**Run 1: M1 wires**

(3 px per um) Supply wires on this layer in grey.
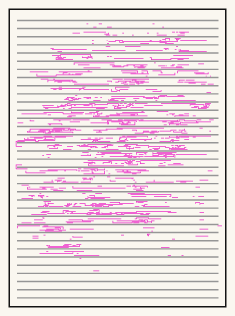
**Run 1: M3 wires**

(4 px per um) Cells faint in the background.
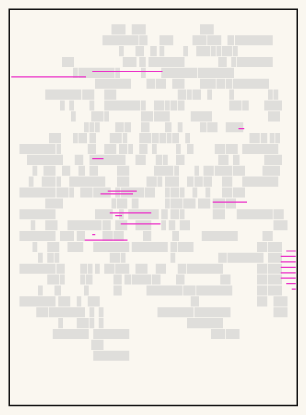
**Run 1: the clock network**

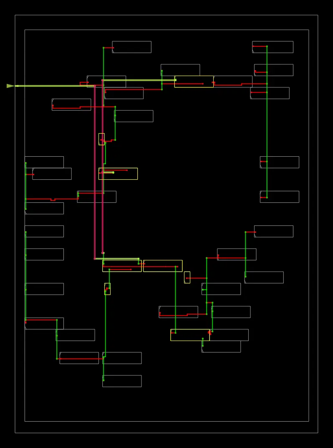
**Run 1: cell density map**

(4 px per um) 7 x 10 tiles, from white (low) to dark blue (high), 0 to 100% covered.
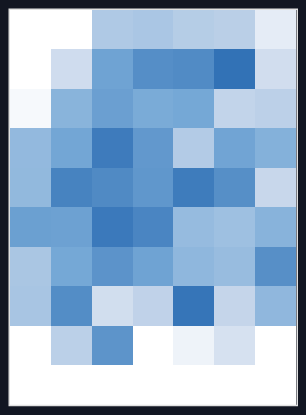
## src/rtl/alarm_pkg.sv

```systemverilog
// Shared definitions for the alarm pattern generator and later clock blocks.
//   state_t  : pattern FSM states
//   mode_t   : run-time pattern modes (encoding 2'b11 folds onto repeat)
//   DEF_*    : default phase lengths in 1 kHz ticks
//   norm_mode / clamp_count : input conditioning applied when a pattern starts
package alarm_pkg;

  typedef enum logic [2:0] {
    ST_IDLE,
    ST_BEEP,
    ST_GAP,
    ST_PAUSE,
    ST_SNOOZE,
    ST_DONE
  } state_t;

  typedef enum logic [1:0] {
    MODE_REPEAT  = 2'b00,
    MODE_CONT    = 2'b01,
    MODE_ONESHOT = 2'b10
  } mode_t;

  localparam int DEF_OUT_W      = 8;
  localparam int DEF_CNT_W      = 16;
  localparam int DEF_BEEP_LEN   = 200;
  localparam int DEF_GAP_LEN    = 100;
  localparam int DEF_PAUSE_LEN  = 400;
  localparam int DEF_SNOOZE_LEN = 5000;
  localparam int DEF_MAX_BEEPS  = 8;

  // 2'b11 has no meaning of its own; it behaves as repeat.
  function automatic mode_t norm_mode(input logic [1:0] m);
    mode_t r;
    case (m)
      2'b01:   r = MODE_CONT;
      2'b10:   r = MODE_ONESHOT;
      default: r = MODE_REPEAT;
    endcase
    return r;
  endfunction

  // Zero beeps would make an empty pattern, so it becomes one beep.
  function automatic logic [3:0] clamp_count(input logic [3:0] bc, input int max_beeps);
    logic [3:0] r;
    if (bc == 4'd0)
      r = 4'd1;
    else if (int'(bc) > max_beeps)
      r = 4'(max_beeps);
    else
      r = bc;
    return r;
  endfunction

endpackage

```

## src/rtl/phase_timer.sv

```systemverilog
// Loadable up-counter that times one FSM phase.
//   clk, rst : phase clock, async active-high reset
//   load     : restart counting from zero (phase entry)
//   hold     : freeze the count (untimed states)
//   len      : length of the current phase in cycles
//   count    : cycles elapsed in the current phase
//   tc       : last cycle of the phase (count == len-1)
module phase_timer #(
  parameter int CNT_W = 16
) (
  input  logic             clk,
  input  logic             rst,
  input  logic             load,
  input  logic             hold,
  input  logic [CNT_W-1:0] len,
  output logic [CNT_W-1:0] count,
  output logic             tc
);

  always_ff @(posedge clk or posedge rst) begin
    if (rst)
      count <= '0;
    else if (load)
      count <= '0;
    else if (!hold)
      count <= count + CNT_W'(1);
  end

  assign tc = (count == len - CNT_W'(1));

endmodule

```

## src/rtl/alarm_pattern_gen.sv

```systemverilog
// Alarm beep pattern generator: beep/gap/pause sequencing with repeat,
// continuous and one-shot modes plus snooze, on the 1 kHz tick clock.
//   clk1khz    : tick clock, all state on rising edge
//   rst        : async active-high reset
//   on         : alarm enable level; low forces IDLE next edge
//   mode       : 00 repeat, 01 continuous, 10 one-shot, 11 as repeat
//   beep_count : beeps per pattern, 0 -> 1, clamped to MAX_BEEPS
//   snooze     : single-cycle snooze request (BEEP/GAP/PAUSE/SNOOZE)
//   cout       : all ones while beeping (registered)
//   active     : pattern running (BEEP/GAP/PAUSE)
//   done       : one-shot pattern finished
module alarm_pattern_gen
  import alarm_pkg::*;
#(
  parameter int OUT_W      = DEF_OUT_W,
  parameter int CNT_W      = DEF_CNT_W,
  parameter int BEEP_LEN   = DEF_BEEP_LEN,
  parameter int GAP_LEN    = DEF_GAP_LEN,
  parameter int PAUSE_LEN  = DEF_PAUSE_LEN,
  parameter int SNOOZE_LEN = DEF_SNOOZE_LEN,
  parameter int MAX_BEEPS  = DEF_MAX_BEEPS
) (
  input  logic             clk1khz,
  input  logic             rst,
  input  logic             on,
  input  logic [1:0]       mode,
  input  logic [3:0]       beep_count,
  input  logic             snooze,
  output logic [OUT_W-1:0] cout,
  output logic             active,
  output logic             done
);

  state_t           state, nxt;
  mode_t            mode_q;
  logic [3:0]       n_q;      // effective beeps per pattern, latched at start
  logic [3:0]       idx;      // beep index within the pattern
  logic [CNT_W-1:0] len;
  logic [CNT_W-1:0] count;
  logic             tc;
  logic             load;
  logic             hold;

  // Length of the phase currently being timed.
  always_comb begin
    len = CNT_W'(BEEP_LEN);
    case (state)
      ST_GAP:    len = CNT_W'(GAP_LEN);
      ST_PAUSE:  len = CNT_W'(PAUSE_LEN);
      ST_SNOOZE: len = CNT_W'(SNOOZE_LEN);
      default:   len = CNT_W'(BEEP_LEN);
    endcase
  end

  // Next state. `on` low wins over everything; snooze wins over phase ends.
  always_comb begin
    nxt = state;
    if (!on) begin
      nxt = ST_IDLE;
    end else begin
      case (state)
        ST_IDLE: nxt = ST_BEEP;
        ST_BEEP: begin
          if (snooze)
            nxt = ST_SNOOZE;
          else if (mode_q != MODE_CONT && tc)
            nxt = (idx < n_q - 4'd1) ? ST_GAP : ST_PAUSE;
        end
        ST_GAP: begin
          if (snooze)
            nxt = ST_SNOOZE;
          else if (tc)
            nxt = ST_BEEP;
        end
        ST_PAUSE: begin
          if (snooze)
            nxt = ST_SNOOZE;
          else if (tc)
            nxt = (mode_q == MODE_ONESHOT) ? ST_DONE : ST_BEEP;
        end
        ST_SNOOZE: begin
          // A fresh request restarts the silence instead of ending it.
          if (!snooze && tc)
            nxt = ST_BEEP;
        end
        ST_DONE: nxt = ST_DONE;
        default: nxt = ST_IDLE;
      endcase
    end
  end

  // Every state entry restarts the timer; so does a repeated snooze, which
  // is the one restart that does not change state.
  assign load = (nxt != state) || (state == ST_SNOOZE && on && snooze);

  // Continuous tone never ends its beep; IDLE and DONE are untimed.
  assign hold = (state == ST_BEEP && mode_q == MODE_CONT) ||
                (state == ST_IDLE) || (state == ST_DONE);

  phase_timer #(
    .CNT_W (CNT_W)
  ) u_timer (
    .clk   (clk1khz),
    .rst   (rst),
    .load  (load),
    .hold  (hold),
    .len   (len),
    .count (count),
    .tc    (tc)
  );

  // State, latched configuration and outputs. Outputs are decoded from the
  // next state so they change on the same edge as the state register.
  always_ff @(posedge clk1khz or posedge rst) begin
    if (rst) begin
      state  <= ST_IDLE;
      mode_q <= MODE_REPEAT;
      n_q    <= 4'd1;
      idx    <= 4'd0;
      cout   <= '0;
      active <= 1'b0;
      done   <= 1'b0;
    end else begin
      state  <= nxt;
      cout   <= {OUT_W{nxt == ST_BEEP}};
      active <= (nxt == ST_BEEP) || (nxt == ST_GAP) || (nxt == ST_PAUSE);
      done   <= (nxt == ST_DONE);

      if (state == ST_IDLE && on) begin
        mode_q <= norm_mode(mode);
        n_q    <= clamp_count(beep_count, MAX_BEEPS);
      end

      // A pattern begins at beep 0 from start, pause wrap or snooze end.
      if (nxt == ST_BEEP &&
          (state == ST_IDLE || state == ST_PAUSE || state == ST_SNOOZE))
        idx <= 4'd0;
      else if (state == ST_BEEP && nxt == ST_GAP)
        idx <= idx + 4'd1;
    end
  end

endmodule

```

## config.mk

```make
export PLATFORM = sky130hd
export DESIGN_NAME = alarm_pattern_gen
export DESIGN_NICKNAME = d
export VERILOG_FILES = /design/src/rtl/alarm_pkg.sv /design/src/rtl/phase_timer.sv /design/src/rtl/alarm_pattern_gen.sv
export SDC_FILE = /design/constraint.sdc
export NUM_CORES = 1
export LEC_CHECK = 0
export CAP_MARGIN = 20
export CORE_ASPECT_RATIO = 1.4
export CORE_MARGIN = 2
export CORE_UTILIZATION = 35
export CTS_BUF_LIST = sky130_fd_sc_hd__clkbuf_16
export DETAILED_ROUTE_END_ITERATION = 6
export GPL_TIMING_DRIVEN = 0
export SLEW_MARGIN = 25
export SYNTH_ARGS = -nofsm -noshare
export SYNTH_HDL_FRONTEND = slang
export SYNTH_SLANG_ARGS = --single-unit
```

## constraint.sdc

```tcl
create_clock -name clk1khz -period 3.86 [get_ports clk1khz]
set_input_delay 0.386 -clock clk1khz [delete_from_list [all_inputs] [get_ports clk1khz]]
set_output_delay 0.386 -clock clk1khz [all_outputs]
set_load 0.03 [all_outputs]
```

==> impl.org, run 1 <==
* Implementation run

** Drt
- Count of unresolved DRC violations after routing :: 0
- Top routing layer used :: met4

** Place
- Per the placement report, the placed cell count is around 340.

** Yosys
- By count the netlist is led by sky130_fd_sc_hd__nor2_1, sky130_fd_sc_hd__dfrtp_1, sky130_fd_sc_hd__nand2_1, sky130_fd_sc_hd__o21ai_0.
- The synthesis log from Yosys contains 0 warnings.
- The netlist uses 55 different library cells.
- Ranked by total cell area, the synthesized netlist is headed by sky130_fd_sc_hd__dfrtp_1, sky130_fd_sc_hd__nor2_1, sky130_fd_sc_hd__ha_1, sky130_fd_sc_hd__xor2_1, sky130_fd_sc_hd__nand2_1.

** Clock tree
- The clock passes through at most 2 buffers.

** Cells and area
- Combinational fraction of the cell area :: 49.6%
- Non-Filler Cell Area, Final :: approximately 0.0027 mm2
- Total area of multi-input combinational cells :: 0.00131 mm2
- By area, logic gates come first.

** Global routing
- Routing resource usage on met2 recorded by global route was a little over a quarter.
- GRT Resource Usage Total :: 15.3%
- Total grt overflow :: 0
- The number of antenna violations at the first check in global routing is 0.

** STA
- Hold timing on the final database bottoms out at a slack of 496 ps.
- Slew Limit Headroom :: 49.0%
- Largest clock skew in the final design :: about 6.4 ps
- The worst path uses 90.3% of the clock period.
- The routed design could run at a clock period as short as ~3500 ps.
- Hold Violations, Final :: 0

** Worst hold path
- The report gives the cell count of the worst hold path as 2.

** Power
- Power spread over the standard cell area amounts to roughly 370 mW/mm2.
- Internal power summed over all cells :: between 600 and 700 uW
- Switching power :: 279 uW
- Switching Fraction :: 28.8%
- The sequential power reported by the tool is ~380 uW.

** Worst setup path
- The slowest stage of the critical path is the sky130_fd_sc_hd__mux2i_2 cell.
- STA puts the critical path data arrival time at roughly 3600 ps.
- In this run the number of cells on the critical path is 12.
- Walking the worst path, the cells encountered are nand2b_4 > nor2_1 > inv_1 > ha_1 > or2b_1 > a21oi_1 > o32ai_1 > nor4_4 > mux2i_2 > a211o_1 > buf_2 > nor2_1.

** Run
- The tool warning count for the run is 26.

** Run status
- The run finished with clean final reports.
Back to the opening pictures, 'M1 wires':
share of all routed wire = 42%
longest straight run = 18.4 um
via count: 1,896
met1 Track Usage GR: 17.3%
Post-Route WL: 4900 um

Back to the opening pictures, 'M3 wires':
longest straight run = 18.4 um
main direction = horizontal
share of all routed wire = 2.4%
met3 capacity usage during global routing: 2.76%

Back to the opening pictures, 'the clock network':
clock sink total: 32
insertion delay to the later sink of the worst-skew pair: 280 ps
Flops: 32
Clock buffer cells: 5
CTS Buf Count: 5

Back to the opening pictures, 'cell density map':
nearly empty tiles = 19%
densest ninth of the die = centre
fullest tile = 74%
mean over tiles = 36%
core utilization at floorplan: 36.1%
placeable core region: 0.00621 mm2
Layout Utilization: 42.7%

==> run 2: changes to the inputs <==
CORE_UTILIZATION = 58   (was 35)
PLACE_DENSITY = 0.8   (was unset)
**Run 2: clock distribution**

(4 px per um)
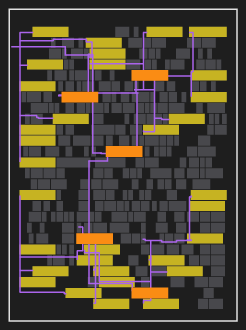
purple -> clock wires  # length 476 um
orange -> clock-net drivers  # count 5
yellow -> flip-flops  # count 32
flops lie = spread over the die
routed clock nets = 6
largest clock skew in the final design: 1.81 ps
Clk power: 370 uW
fraction of power consumed by the clock network: 38.1%

==> run 2 against run 1 <==
  * Sequential share of layout area increased by 0.48 points
  * First-iteration DRC count increased by 10%
  * Power increased by 0.16%
  * Setup slack got worse by 57 ps
  * Routed wire length decreased by 0.29%
  * Area after synthesis unchanged
  * Critical endpoint is now u_timer.count[11]$_DFFE_PP0P_
==> impl.org, run 2 <==
* Implementation run

** Run status
- The flow ran to the end, and the final reports show no timing, DRC or antenna violations.

** Drt
- Post-Route WL :: 4880 um
- Routed signal wires occupy layers up through met4.
- The detailed router placed 1,915 vias in this run.
- First-pass DRT Iterations :: 4

** Cells and area
- Flops :: 32
- The class occupying the most area after layout is reported as logic gates.
- The area taken by multi-input combinational cells is reported as 0.00131 mm2.
- Non-Filler Cell Area, Final :: 0.00261 mm2
- Of the total standard cell area in the layout, the multi-input combinational portion is 50.2%.

** Worst setup path
- STA puts the critical path data arrival time at approximately 3700 ps.
- Series of cell instances along the critical path :: nand2b_4 > nor2_1 > inv_1 > ha_1 > or2b_1 > a21oi_1 > o32ai_1 > nor4_4 > mux2i_1 > a211o_1 > buf_2 > nor2_1
- The critical path runs through a total of 12 cells.

** Power
- Switching Fraction :: ~29%
- The report lists the power per cell area as between 300 and 400 mW/mm2.
- Flip-flop and latch power :: 377 uW

** STA
- Hold Violations, Final :: 0
- Final min period :: 3540 ps
- The worst-case max-slew headroom was logged as 46.7%.
- Post-route period utilization is reported as 91.7%.
- Worst-case hold slack :: approximately 500 ps

** Run
- The number of warnings reported in the stage logs is 26.

** Global routing
- Initial antenna violation count :: 0
- Total grt overflow :: 0
- Total global-route track usage over all layers is 24.2%.
- Global routing consumed, on the met3 layer, 5.67% of the routing resources.
- For this run, global-route usage on met2 was measured as 44.2%.

** Clock tree
- Insertion delay to the later sink of the worst-skew pair :: 280 ps
- Clock sink total :: 32
- Per the TritonCTS log, the buffer count is 5.
- Counting along the longest clock path gives a buffer depth of 2.

** Place
- Placer's final routability congestion estimate :: between 0.8 and 0.9
- Once placement completed, the tool counted placed cells totaling about 310.

** Yosys
- The synthesized netlist contains 55 unique library cells.
- Top area cells in the synthesized netlist :: sky130_fd_sc_hd__dfrtp_1, sky130_fd_sc_hd__nor2_1, sky130_fd_sc_hd__ha_1, sky130_fd_sc_hd__xor2_1, sky130_fd_sc_hd__nand2_1
- Yosys printed 0 warnings.
- The commonest cells after synthesis are sky130_fd_sc_hd__nor2_1, sky130_fd_sc_hd__dfrtp_1, sky130_fd_sc_hd__nand2_1, sky130_fd_sc_hd__o21ai_0.

** Worst hold path
- The number of cells on the worst hold path is listed as 2.
**Run 2: cell density map**

(4 px per um) 6 x 8 tiles, from white (low) to dark blue (high), 0 to 100% covered.
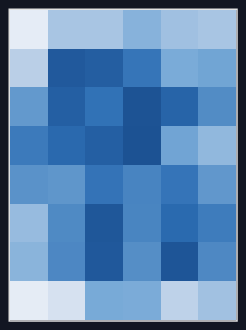
tiles over 75% full = 25%
fullest tile = 86%
densest ninth of the die = centre
emptiest ninth of the die = south-west
mean over tiles = 58%
Layout Utilization: 71.0%
placeable core region: 0.00368 mm2
core utilization at floorplan: 61.0%

Power and IR drop assume default switching activity.
